## src/rtl/instr_cache_set_param_pkg.sv

```systemverilog
// Shared types and sizing helpers for the instruction-cache set and its LRU tracker.
package instr_cache_pkg;

  typedef enum logic {
    IDLE = 1'b0,
    FILL = 1'b1
  } fill_state_t;

  function automatic int beats(input int b, input int fill_w);
    return (b * 8) / fill_w;
  endfunction

  function automatic int age_w(input int e);
    return (e > 1) ? $clog2(e) : 1;
  endfunction

endpackage

```

## src/rtl/instr_cache_set_param_if.sv

```systemverilog
// Lookup and refill signals between the cache top (master) and one set (slave).
interface instr_cache_set_param_if #(
  parameter int B      = 64,
  parameter int TAG_W  = 26,
  parameter int FILL_W = 64
);
  logic                 active_set_i;
  logic                 ic_repl_grant_i;
  logic                 flush_i;
  logic [$clog2(B)-1:0] block_i;
  logic [TAG_W-1:0]     tag_i;
  logic [FILL_W-1:0]    rep_word_i;
  logic [31:0]          data_o;
  logic                 cache_set_miss_o;
  logic                 fill_done_o;

  modport master (
    output active_set_i, ic_repl_grant_i, flush_i, block_i, tag_i, rep_word_i,
    input  data_o, cache_set_miss_o, fill_done_o
  );

  modport slave (
    input  active_set_i, ic_repl_grant_i, flush_i, block_i, tag_i, rep_word_i,
    output data_o, cache_set_miss_o, fill_done_o
  );
endinterface

```

## src/rtl/instr_cache_set_param_lru.sv

```systemverilog
// Age-based LRU for E ways: age 0 is most recent; victim prefers the lowest invalid way.
module cache_lru_age
  import instr_cache_pkg::*;
#(
  parameter  int E  = 4,
  localparam int AW = age_w(E)
) (
  input  logic                 clk_i,
  input  logic                 reset_i,
  input  logic                 dflt_i,
  input  logic                 touch_i,
  input  logic [AW-1:0]        touch_way_i,
  input  logic [E-1:0]         valid_i,
  output logic [E-1:0][AW-1:0] ages_o,
  output logic [AW-1:0]        victim_o
);

  logic [E-1:0][AW-1:0] lru_q;
  logic [E-1:0][AW-1:0] lru_d;
  logic [AW-1:0]        touch_age;

  assign touch_age = lru_q[touch_way_i];

  // Only ways younger than the touched one age; older ways keep their slot.
  for (genvar gi = 0; gi < E; gi++) begin : g_age
    assign lru_d[gi] = dflt_i                       ? AW'(gi) :
                       !touch_i                     ? lru_q[gi] :
                       (touch_way_i == AW'(gi))     ? '0 :
                       (lru_q[gi] < touch_age)      ? lru_q[gi] + 1'b1 :
                                                      lru_q[gi];
  end

  always_ff @(posedge clk_i) begin
    if (reset_i) begin
      for (int i = 0; i < E; i++) lru_q[i] <= AW'(i);
    end else begin
      lru_q <= lru_d;
    end
  end

  always_comb begin
    victim_o = '0;
    for (int i = E - 1; i >= 0; i--) begin
      if (lru_q[i] == AW'(E - 1)) victim_o = AW'(i);
    end
    for (int i = E - 1; i >= 0; i--) begin
      if (!valid_i[i]) victim_o = AW'(i);
    end
  end

  assign ages_o = lru_q;

endmodule

```

## src/rtl/instr_cache_set_param.sv

```systemverilog
// One instruction-cache set: E ways with tag/valid lookup, LRU replacement and a
// pausable, flushable refill engine that streams a block in FILL_W-bit beats.
module instr_cache_set_param
  import instr_cache_pkg::*;
#(
  parameter int B      = 64,
  parameter int E      = 4,
  parameter int TAG_W  = 26,
  parameter int FILL_W = 64
) (
  input logic                    clk_i,
  input logic                    reset_i,
  instr_cache_set_param_if.slave bus
);

  localparam int BEATS = beats(B, FILL_W);
  localparam int AW    = age_w(E);
  localparam int CW    = (BEATS > 1) ? $clog2(BEATS) : 1;
  localparam int OW    = $clog2(B);
  localparam int WW    = OW - 2;

  fill_state_t       state_q;
  logic [CW-1:0]     cnt_q;
  logic [AW-1:0]     vict_q;
  logic [TAG_W-1:0]  ltag_q;
  logic [E-1:0]      valid_q;
  logic [TAG_W-1:0]  tag_q  [E];
  logic [FILL_W-1:0] data_q [E][BEATS];
  logic              fill_done_q;

  logic [E-1:0]         hit_vec;
  logic                 miss;
  logic [AW-1:0]        hit_way;
  logic [AW-1:0]        victim;
  logic [AW-1:0]        wr_way;
  logic [AW-1:0]        touch_way;
  logic [CW-1:0]        wr_beat;
  logic                 start;
  logic                 beat_wr;
  logic                 fill_last;
  logic                 touch;
  logic [B*8-1:0]       hit_blk;
  logic [WW-1:0]        word_idx;
  logic [E-1:0][AW-1:0] ages_unused;
  logic                 unused_lsb;

  // The victim's valid bit drops on fill entry, so a partial block can never hit.
  for (genvar gi = 0; gi < E; gi++) begin : g_hit
    assign hit_vec[gi] = bus.active_set_i && valid_q[gi] && (tag_q[gi] == bus.tag_i);
  end

  assign miss = ~|hit_vec;

  always_comb begin
    hit_way = '0;
    for (int i = E - 1; i >= 0; i--) begin
      if (hit_vec[i]) hit_way = AW'(i);
    end
  end

  always_comb begin
    hit_blk = '0;
    for (int k = 0; k < BEATS; k++) hit_blk[k*FILL_W +: FILL_W] = data_q[hit_way][k];
  end

  assign word_idx         = bus.block_i[OW-1:2];
  assign unused_lsb       = ^bus.block_i[1:0];
  assign bus.data_o       = miss ? 32'd0 : hit_blk[{word_idx, 5'b0} +: 32];
  assign bus.cache_set_miss_o = miss;
  assign bus.fill_done_o  = fill_done_q;

  assign start     = (state_q == IDLE) && bus.active_set_i && miss &&
                     bus.ic_repl_grant_i && !bus.flush_i;
  assign beat_wr   = start || ((state_q == FILL) && bus.active_set_i &&
                     bus.ic_repl_grant_i && !bus.flush_i);
  assign wr_way    = (state_q == IDLE) ? victim : vict_q;
  assign wr_beat   = (state_q == IDLE) ? '0 : cnt_q;
  assign fill_last = beat_wr && (wr_beat == CW'(BEATS - 1));
  assign touch     = fill_last ||
                     ((state_q == IDLE) && bus.active_set_i && !miss && !bus.flush_i);
  assign touch_way = fill_last ? wr_way : hit_way;

  cache_lru_age #(.E(E)) u_lru (
    .clk_i       (clk_i),
    .reset_i     (reset_i),
    .dflt_i      (bus.flush_i),
    .touch_i     (touch),
    .touch_way_i (touch_way),
    .valid_i     (valid_q),
    .ages_o      (ages_unused),
    .victim_o    (victim)
  );

  always_ff @(posedge clk_i) begin
    if (beat_wr) data_q[wr_way][wr_beat] <= bus.rep_word_i;
  end

  always_ff @(posedge clk_i) begin
    if (reset_i || bus.flush_i) begin
      state_q     <= IDLE;
      cnt_q       <= '0;
      valid_q     <= '0;
      fill_done_q <= 1'b0;
    end else begin
      fill_done_q <= fill_last;
      case (state_q)
        IDLE: begin
          if (start) begin
            vict_q          <= victim;
            ltag_q          <= bus.tag_i;
            valid_q[victim] <= 1'b0;
            cnt_q           <= CW'(1);
            state_q         <= FILL;
            // Single-beat blocks complete on the entry edge.
            if (fill_last) begin
              valid_q[victim] <= 1'b1;
              tag_q[victim]   <= bus.tag_i;
              cnt_q           <= '0;
              state_q         <= IDLE;
            end
          end
        end
        FILL: begin
          if (beat_wr) begin
            cnt_q <= cnt_q + 1'b1;
            if (fill_last) begin
              valid_q[vict_q] <= 1'b1;
              tag_q[vict_q]   <= ltag_q;
              cnt_q           <= '0;
              state_q         <= IDLE;
            end
          end
        end
        default: state_q <= IDLE;
      endcase
    end
  end

endmodule

```

## src/flat_wrapper.sv

```systemverilog
// flat-port wrapper written by rule: the top's interface ports become plain ports
module instr_cache_set_param_flat import instr_cache_pkg::*;
#(
  parameter int B      = 64,
  parameter int E      = 4,
  parameter int TAG_W  = 26,
  parameter int FILL_W = 64
)
  (clk_i, reset_i, bus_active_set_i, bus_ic_repl_grant_i, bus_flush_i, bus_block_i, bus_tag_i, bus_rep_word_i, bus_data_o, bus_cache_set_miss_o, bus_fill_done_o);
  instr_cache_set_param_if #(.B(B), .TAG_W(TAG_W), .FILL_W(FILL_W)) bus_i ();
  input logic clk_i;
  input logic reset_i;
  input wire logic [$bits(bus_i.active_set_i)-1:0] bus_active_set_i;
  input wire logic [$bits(bus_i.ic_repl_grant_i)-1:0] bus_ic_repl_grant_i;
  input wire logic [$bits(bus_i.flush_i)-1:0] bus_flush_i;
  input wire logic [$bits(bus_i.block_i)-1:0] bus_block_i;
  input wire logic [$bits(bus_i.tag_i)-1:0] bus_tag_i;
  input wire logic [$bits(bus_i.rep_word_i)-1:0] bus_rep_word_i;
  output wire logic [$bits(bus_i.data_o)-1:0] bus_data_o;
  output wire logic [$bits(bus_i.cache_set_miss_o)-1:0] bus_cache_set_miss_o;
  output wire logic [$bits(bus_i.fill_done_o)-1:0] bus_fill_done_o;
  assign bus_i.active_set_i = bus_active_set_i;
  assign bus_i.ic_repl_grant_i = bus_ic_repl_grant_i;
  assign bus_i.flush_i = bus_flush_i;
  assign bus_i.block_i = bus_block_i;
  assign bus_i.tag_i = bus_tag_i;
  assign bus_i.rep_word_i = bus_rep_word_i;
  assign bus_data_o = bus_i.data_o;
  assign bus_cache_set_miss_o = bus_i.cache_set_miss_o;
  assign bus_fill_done_o = bus_i.fill_done_o;
  instr_cache_set_param #(.B(B), .E(E), .TAG_W(TAG_W), .FILL_W(FILL_W)) u_core (.clk_i(clk_i), .reset_i(reset_i), .bus(bus_i));
endmodule
```

## config.mk

```make
export PLATFORM = sky130hd
export DESIGN_NAME = instr_cache_set_param_flat
export DESIGN_NICKNAME = d
export VERILOG_FILES = /design/src/rtl/instr_cache_set_param_pkg.sv /design/src/rtl/instr_cache_set_param_if.sv /design/src/rtl/instr_cache_set_param_lru.sv /design/src/rtl/instr_cache_set_param.sv /design/src/flat_wrapper.sv
export SDC_FILE = /design/constraint.sdc
export NUM_CORES = 2
export LEC_CHECK = 0
export ABC_CLOCK_PERIOD_IN_PS = 7300
export CAP_MARGIN = 20
export CORE_MARGIN = 3
export CORE_UTILIZATION = 25
export DETAILED_ROUTE_END_ITERATION = 7
export PLACE_DENSITY = 0.37
export SETUP_SLACK_MARGIN = 0.2
export SKIP_LAST_GASP = 1
export SYNTH_ARGS = -nofsm -noshare
export SYNTH_HDL_FRONTEND = slang
export SYNTH_HIERARCHICAL = 1
export SYNTH_SLANG_ARGS = --single-unit
```

## constraint.sdc

```tcl
create_clock -name clk_i -period 7.3 [get_ports clk_i]
set_clock_uncertainty 0.2 [all_clocks]
set_input_delay 0.73 -clock clk_i [delete_from_list [all_inputs] [get_ports clk_i]]
set_output_delay 0.73 -clock clk_i [all_outputs]
set_load 0.02 [all_outputs]
```

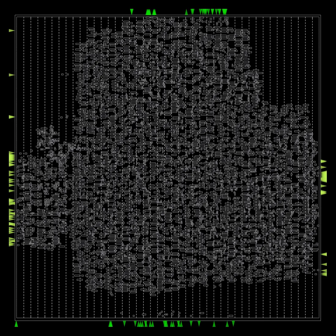
(placement view)
Filler Cell Count: 34548
tap cell count: 4599
core occupancy in the finished layout: 30.1%

==> metrics.csv <==
metric,value,unit
die_height,599,µm
drt_first_pass_iters,5,
timing_max_transition_violations_final,0,
largest_net_degree_at_the_start_of_global_routing,65,
number_of_flops_mapped_to_enable_cells_by_yosys,2180,
power.density_cell_area,252,mW/mm²
clock_latency_on_the_worst_skew_pair,0.89,ns
via_count_of_the_first_global_routing_pass,51148,
nNetsFinal,6153,
most_common_cell_after_layout_fill_and_taps_aside,sky130_fd_sc_hd__edfxtp_1,
design_area,0.105,mm²
layout_top_cells_excl_fill_tap,"2180 x sky130_fd_sc_hd__edfxtp_1, 1014 x sky130_fd_sc_hd__nand2_1, 566 x sky130_fd_sc_hd__mux2i_1, 391 x sky130_fd_sc_hd__nand3_1, 264 x sky130_fd_sc_hd__buf_4",
gp_congestion,0.768,
worstPathMaxFanout,23,
cts_tree,done,
total_negative_slack_for_setup_checks,0,ns
topCellsByArea,"sky130_fd_sc_hd__edfxtp_1 74%, sky130_fd_sc_hd__mux2i_1 6.4%, sky130_fd_sc_hd__nand2_1 4.4%",
cts.repair_timing.setup_buffer_count,0,
worst_slew_margin_rel,26.4,%
detail_route.wirelength.met1,141000,µm
timing.final.crit_period,6.72,ns
globalRoute.totalOverflow,0,
yosysCellCount,5647,
hold_slack,0.261,ns
status,completed,
timing.fmax,149,MHz
grt.total_usage,16.7,%
boundaryPins,135,
area_delta_synth_final,19.9,%
synth.yosys.chip_area,0.0880,mm²
cts.root.buffer_cell,sky130_fd_sc_hd__clkbuf_16,
drtAntennaViolNets,0,
finalHoldViolations,0,
portBuffers,132,
cts_inserted_buffers,244,
cts_repair_resize_count,0,
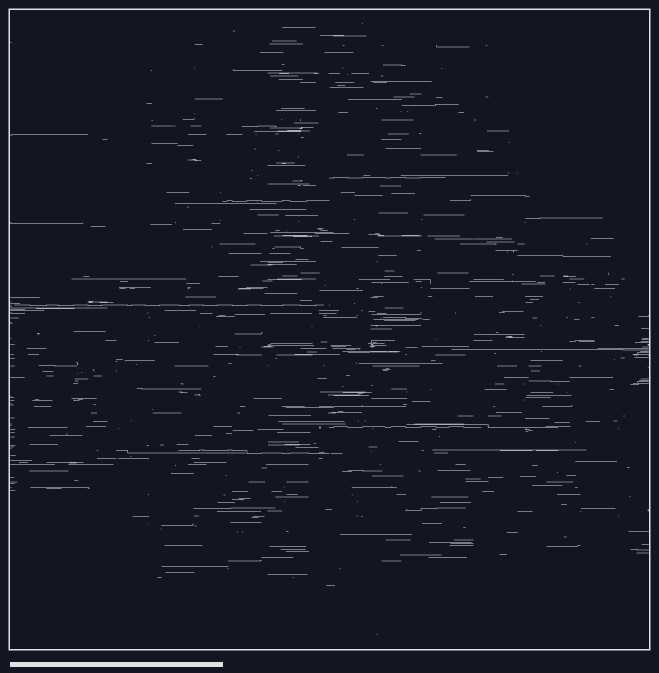
(the metal 3 layer)
Scale bar: 200 µm.
nets with wire on the layer: 312
share of all routed wire: 3.8%
wire length on this layer: 11700 µm
longest straight run: 160 µm
main direction: horizontal
overall via count from detail_route: 50779
Post-Route WL: 306000 µm
met3 Usage GRT: 2.06%

[critical path, stage by stage]
cell and delay (ns):
sky130_fd_sc_hd__clkdlybuf4s50_1 0.55, sky130_fd_sc_hd__xor2_1 0.27, sky130_fd_sc_hd__or4_1 0.56, sky130_fd_sc_hd__nor4b_2 0.30
sky130_fd_sc_hd__nand4_1 0.26, sky130_fd_sc_hd__buf_4 0.28, sky130_fd_sc_hd__a21oi_4 0.53, sky130_fd_sc_hd__buf_16 0.24
sky130_fd_sc_hd__buf_12 0.21, sky130_fd_sc_hd__a211oi_1 0.08, sky130_fd_sc_hd__a211oi_1 0.28, sky130_fd_sc_hd__a2111oi_0 0.15
sky130_fd_sc_hd__and3_1 0.23, sky130_fd_sc_hd__a221oi_1 0.77, sky130_fd_sc_hd__buf_4 0.28
[cells by family (layout without fill, tap and decap cells)]
kind of cell             Yosys count  in the layout  synth area share [%]
AND/OR/NAND/NOR                 1817           1817                  9.22
adder cells (fa/ha/maj)            9              9                 0.128
multiplexers                     678            678                  8.74
XOR/XNOR                         105            105                  1.04
AND-OR/OR-AND                    494            494                  3.95
other                              0              3                     0
flip-flops                      2197           2197                  74.8
buffers and inverters            347            941                  2.15
[power breakdown]
part	switching, µW	internal (µW)
sequential	4.30	13900
clock	5090	6890
combinational	510	205
[cell type report]
cell class              instances  area, µm²
diodes                          3       7.51
well taps                    4599       5750
repair buffers                485       5500
fillers                     34548     244000
clock inverters               134       1160
inverters                      12       50.0
clock buffers                 310       6480
multi-input cells            3103      20700
flip-flops and latches       2197      65800
[registers in the layout (all words and copies together) (netlist names), named ones only]
name / cells
u_core/ltag_q: 26
u_core/cnt_q: 3
u_core/bus.fill_done_o: 1
u_core/u_lru/ages_o: 8
u_core/state_q: 1
u_core/vict_q: 2
u_core/data_q: 2048
u_core/tag_q: 104
[per-stage QoR]
stage | util, % | std cells | setup slack [ns] | total power (µW)
finish | 30.1 | 10843 | 0.577 | 26600
detailed placement | 27.8 | 10377 | 0.582 | 14800
global placement | 27.8 | 10366 | 0.352 | 14800
global route | 30.1 | 10841 | 0.346 | 27400
floorplan | - | 5647 | 1.20 | 14300
CTS | 30.0 | 10821 | 0.554 | 26900
[synth_stat cells, drive strengths merged, types with 12 or more instances]
cell type	number
and4	13
nor3	33
mux2i	566
nand2	1023
a211oi	45
xor2	87
or3	24
a31o	13
xnor2	18
mux2	45
a21oi	107
o31a	25
dfxtp	17
a311oi	24
or4	14
mux4	67
clkbuf	127
o2111ai	13
a31oi	36
nand4	24
a211o	16
a22oi	12
a221oi	17
and3	67
o21ai	37
nor4	60
buf	208
edfxtp	2180
nor2	122
o22ai	78
nand3	392
[worst paths after layout]
check,slack [ns],start,to
max,0.58,bus_tag_i[7],bus_data_o[15]
min,0.26,bus_rep_word_i[4],u_core/data_q[3][132]
min reg2reg,0.32,u_core/u_lru/ages_o[1],u_core/u_lru/ages_o[1]
max reg2reg,2.08,u_core/tag_q[0][1],u_core/u_lru/ages_o[4]
Power figures rest on the tool's default switching activity, not on a simulated workload.
